File: config.mk
export PLATFORM = sky130hd
export DESIGN_NAME = register_file_param
export DESIGN_NICKNAME = d
export VERILOG_FILES = /design/src/rtl/register_file_param.sv
export SDC_FILE = /design/constraint.sdc
export NUM_CORES = 2
export LEC_CHECK = 0
export CAP_MARGIN = 20
export CORE_MARGIN = 3
export CORE_UTILIZATION = 67
export CTS_CLUSTER_DIAMETER = 150
export CTS_CLUSTER_SIZE = 30
export DETAILED_ROUTE_END_ITERATION = 8
export GPL_TIMING_DRIVEN = 0
export PLACE_DENSITY = 0.85
export REMOVE_ABC_BUFFERS = 1
export SETUP_SLACK_MARGIN = 0.02
export SLEW_MARGIN = 5
export SYNTH_ARGS = -nofsm -noshare
export SYNTH_HDL_FRONTEND = slang
export SYNTH_SLANG_ARGS = --single-unit
File: constraint.sdc
create_clock -name clk -period 12.7 [get_ports clk]
set_input_delay 2.54 -clock clk [delete_from_list [all_inputs] [get_ports clk]]
set_output_delay 2.54 -clock clk [all_outputs]
set_load 0.05 [all_outputs]
File: src/rtl/register_file_param.sv
// Parametrised 2-read/1-write register file with a sequential clear engine.
// Optional macro RF_BYPASS_EN forwards same-edge write data to the read ports.
module register_file_param #(
    parameter int                DATA_W    = 32,
    parameter int                ADDR_W    = 5,
    parameter int                ZERO_REG  = 1,
    parameter logic [DATA_W-1:0] RESET_VAL = '0
) (
    input  logic              clk,
    input  logic              rst,
    input  logic [ADDR_W-1:0] read_reg1,
    input  logic [ADDR_W-1:0] read_reg2,
    input  logic [ADDR_W-1:0] write_reg,
    input  logic [DATA_W-1:0] write_data,
    input  logic              reg_write,
    input  logic              clr,
    output logic [DATA_W-1:0] read_data1,
    output logic [DATA_W-1:0] read_data2,
    output logic              ready,
    input  logic [ADDR_W-1:0] dbg_reg,
    output logic [DATA_W-1:0] dbg_data
);

    localparam int DEPTH   = 2 ** ADDR_W;
    localparam bit ZERO_EN = (ZERO_REG != 0);

    typedef enum logic {
        ST_CLEAR,
        ST_IDLE
    } state_t;

    state_t            state;
    state_t            state_next;
    logic [ADDR_W-1:0] cnt;
    logic [ADDR_W-1:0] cnt_next;
    logic [DATA_W-1:0] mem [DEPTH];
    logic [DATA_W-1:0] rd1_val;
    logic [DATA_W-1:0] rd2_val;
    logic              wr_en;

    always_ff @(posedge clk) begin
        if (rst) begin
            state <= ST_CLEAR;
            cnt   <= '0;
        end else begin
            state <= state_next;
            cnt   <= cnt_next;
        end
    end

    // The clear walks every entry once; the last entry is the all-ones count.
    always_comb begin
        state_next = state;
        cnt_next   = cnt;
        case (state)
            ST_CLEAR: begin
                cnt_next = cnt + ADDR_W'(1);
                if (cnt == '1) begin
                    state_next = ST_IDLE;
                end
            end
            ST_IDLE: begin
                if (clr) begin
                    state_next = ST_CLEAR;
                    cnt_next   = '0;
                end
            end
            default: begin
                state_next = ST_CLEAR;
                cnt_next   = '0;
            end
        endcase
    end

    assign ready = (state == ST_IDLE);
    assign wr_en = (state == ST_IDLE) && reg_write && !(ZERO_EN && (write_reg == '0));

    always_ff @(posedge clk) begin
        if (!rst) begin
            if (state == ST_CLEAR) begin
                mem[cnt] <= RESET_VAL;
            end else if (wr_en) begin
                mem[write_reg] <= write_data;
            end
        end
    end

    // Zero-register masking is applied last so it also overrides forwarded data.
    always_comb begin
        rd1_val  = mem[read_reg1];
        rd2_val  = mem[read_reg2];
        dbg_data = mem[dbg_reg];
`ifdef RF_BYPASS_EN
        if (wr_en && (write_reg == read_reg1)) begin
            rd1_val = write_data;
        end
        if (wr_en && (write_reg == read_reg2)) begin
            rd2_val = write_data;
        end
`endif
        if (ZERO_EN && (read_reg1 == '0)) begin
            rd1_val = '0;
        end
        if (ZERO_EN && (read_reg2 == '0)) begin
            rd2_val = '0;
        end
        if (ZERO_EN && (dbg_reg == '0)) begin
            dbg_data = '0;
        end
    end

    // Read ports stay at zero for the whole time the clear engine owns the array.
    always_ff @(posedge clk) begin
        if (rst || (state == ST_CLEAR) || clr) begin
            read_data1 <= '0;
            read_data2 <= '0;
        end else begin
            read_data1 <= rd1_val;
            read_data2 <= rd2_val;
        end
    end

endmodule

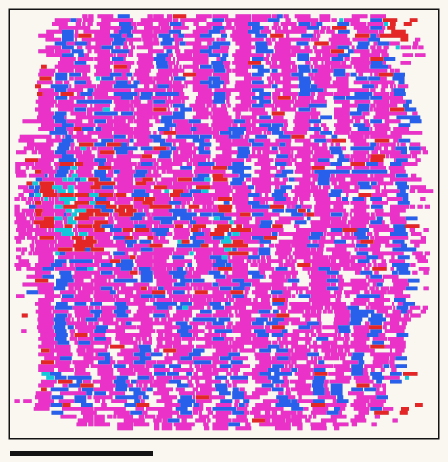
*Cells by drive strength*
The bar under the picture is 100 um long.
- x3 and x4: cyan (cells 58; share 1.7%)
- x1 and smaller: magenta (cells 2412; share 71%)
- x6 and larger: red (cells 185; share 5.5%)
- x2: blue (cells 730; share 22%)
fin worst setup slack: 2820 ps
post-layout instance area: 63800 um^2
Area growth syn-to-layout: 10.5%
Plain + repair buffers: 295

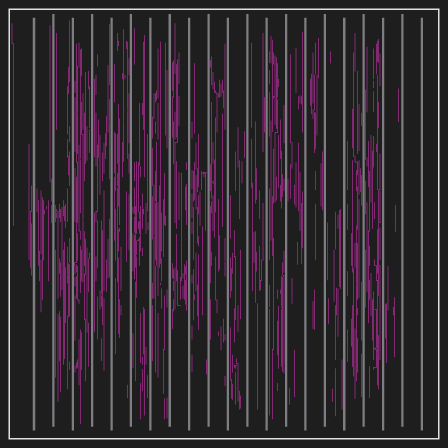
*M4 wires*
Supply wires on this layer in grey.
- longest straight run: 155 um
- main direction: vertical
Total Wirelength: 193 mm
via count: 39500

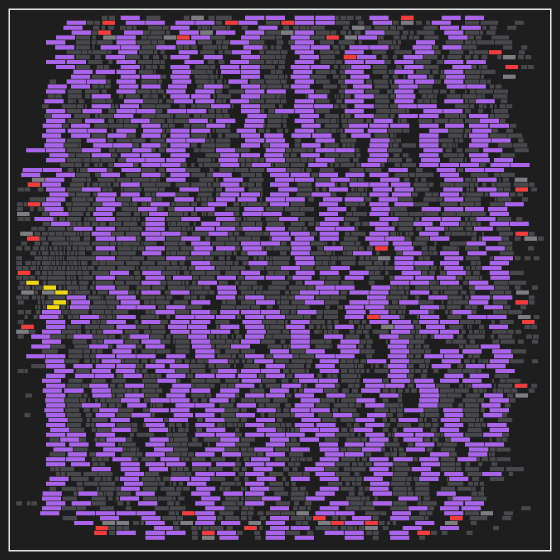
*Register map, names as in the netlist*
Other sequential cells in the stronger grey, the rest of the logic in the fainter grey.
- read_data1: red (placed flops 32; where spread over the die)
- mem: purple (placed flops 1024; where spread over the die)
- cnt: yellow (placed flops 5; where west)
- not coloured: 33
total area of sequential cells: 32200 um^2
final core utilization: 74.8%
Seq/total area: 50.4%
P_seq: 3.92 mW

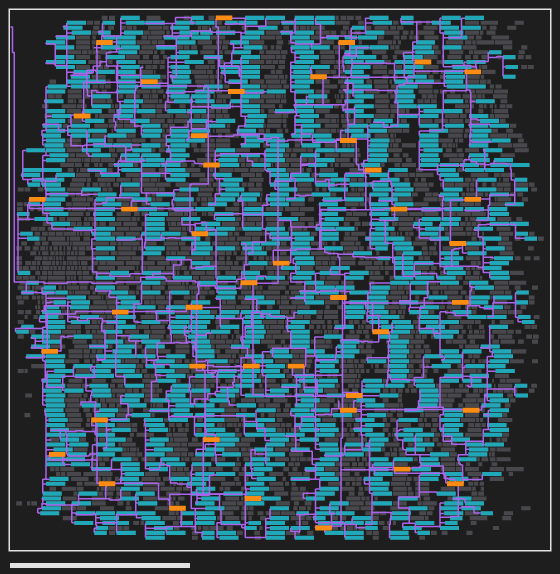
*Clock network drawn from the DEF*
The bar under the picture is 100 um long.
- clock wires: purple (length 10500 um)
- clock-net drivers: orange (count 42)
- flip-flops: cyan (count 1094)
- routed clock nets: 43
Layout Skew: 26.6 ps
Clk pwr share: 27.5%
Late-Pin Clk Latency: 650 ps
Clk power: 1.77 mW

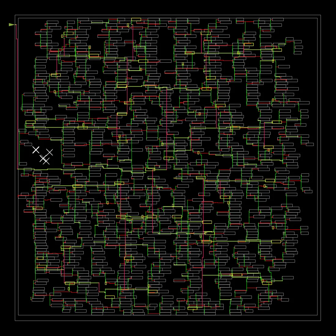
*Clock wiring as the flow saved it*
CTS Sinks: 1094
number of clock buffers in the layout: 77
layout sequential cell count: 1094
total CTS buffers: 42

==> results_dict.tcl <==
# collected from the flow reports
set metrics [dict create \
    status "finished, violations left" \
    violations "design-rule violations" \
    fp_util_pct 67.7 \
    drt-initial-drc-count 8047 \
    mappedNetlistArea_um2 57700 \
    overflow 0 \
    top_area_share_pct 53.3 \
    cp.required_ps 10160 \
    grtUsageTotal_pct 43.2 \
    gp_congestion 0.869 \
    min_period_ps 9880 \
    simple_gate_area_share_pct 2.67 \
    ant_nets 0 \
    fin_total_pwr_mw 6.44 \
    edf_count 1024 \
    p_int_mw 4.89 \
    synthAdderAreaFrac_pct 0.0434 \
    warnings 26 \
    root_buffer "clkbuf_16" \
    use_met3_pct 17.3 \
    dpl.hpwl_mm 119 \
    fmax_mhz 101 \
    antenna_found_initial 7 \
    layout.cells.non_filler 4539 \
    ys_ff 1094 \
    final_nets 3409 \
    worst-path-stages 7 \
    cts_resized 0 \
    yosys_warnings 0 \
    met2WireLength_mm 83.5 \
    core_um2 85300 \
    clockBufferDepth 3 \
    r2r_cells 8 \
    drc 37 \
    clkTransAtPathRegs_ps 110 \
    pin_count 153 \
    mostFrequentLayoutCells "1024 x edfxtp_1, 594 x mux4_2, 412 x mux2i_1, 139 x clkdlybuf4s50_1, 121 x mux2_2" \
    ys_types 56 \
    pre_cts_ws_ps 3360 \
    cts_tree "done" \
]
==> state kept, by name (all words and copies together) (netlist names) <==
signal and cells:
ready 1, read_data1 32, mem 1024, read_data2 32, cnt 5
==> area by class of cell <==
type	instances	share of cell area [%]
repair buffers	295	7.01
well taps	1144	2.24
diodes	10	0.0392
inverters	6	0.0392
clock inverters	1	0.0255
flip-flops and latches	1094	50.4
multi-input cells	1912	38.3
clock buffers	77	1.95
==> power groups by stage <==
stage | Clock (mW) | Combinational [mW] | Sequential [mW]
2_1_floorplan | 0 | 0.329 | 4.00
3_3_place_gp | 0 | 0.943 | 4.00
3_5_place_dp | 0 | 0.711 | 4.00
4_1_cts | 1.75 | 0.715 | 3.92
5_1_grt | 1.88 | 0.750 | 3.92
6_report | 1.77 | 0.743 | 3.92
Power and IR drop assume default switching activity.
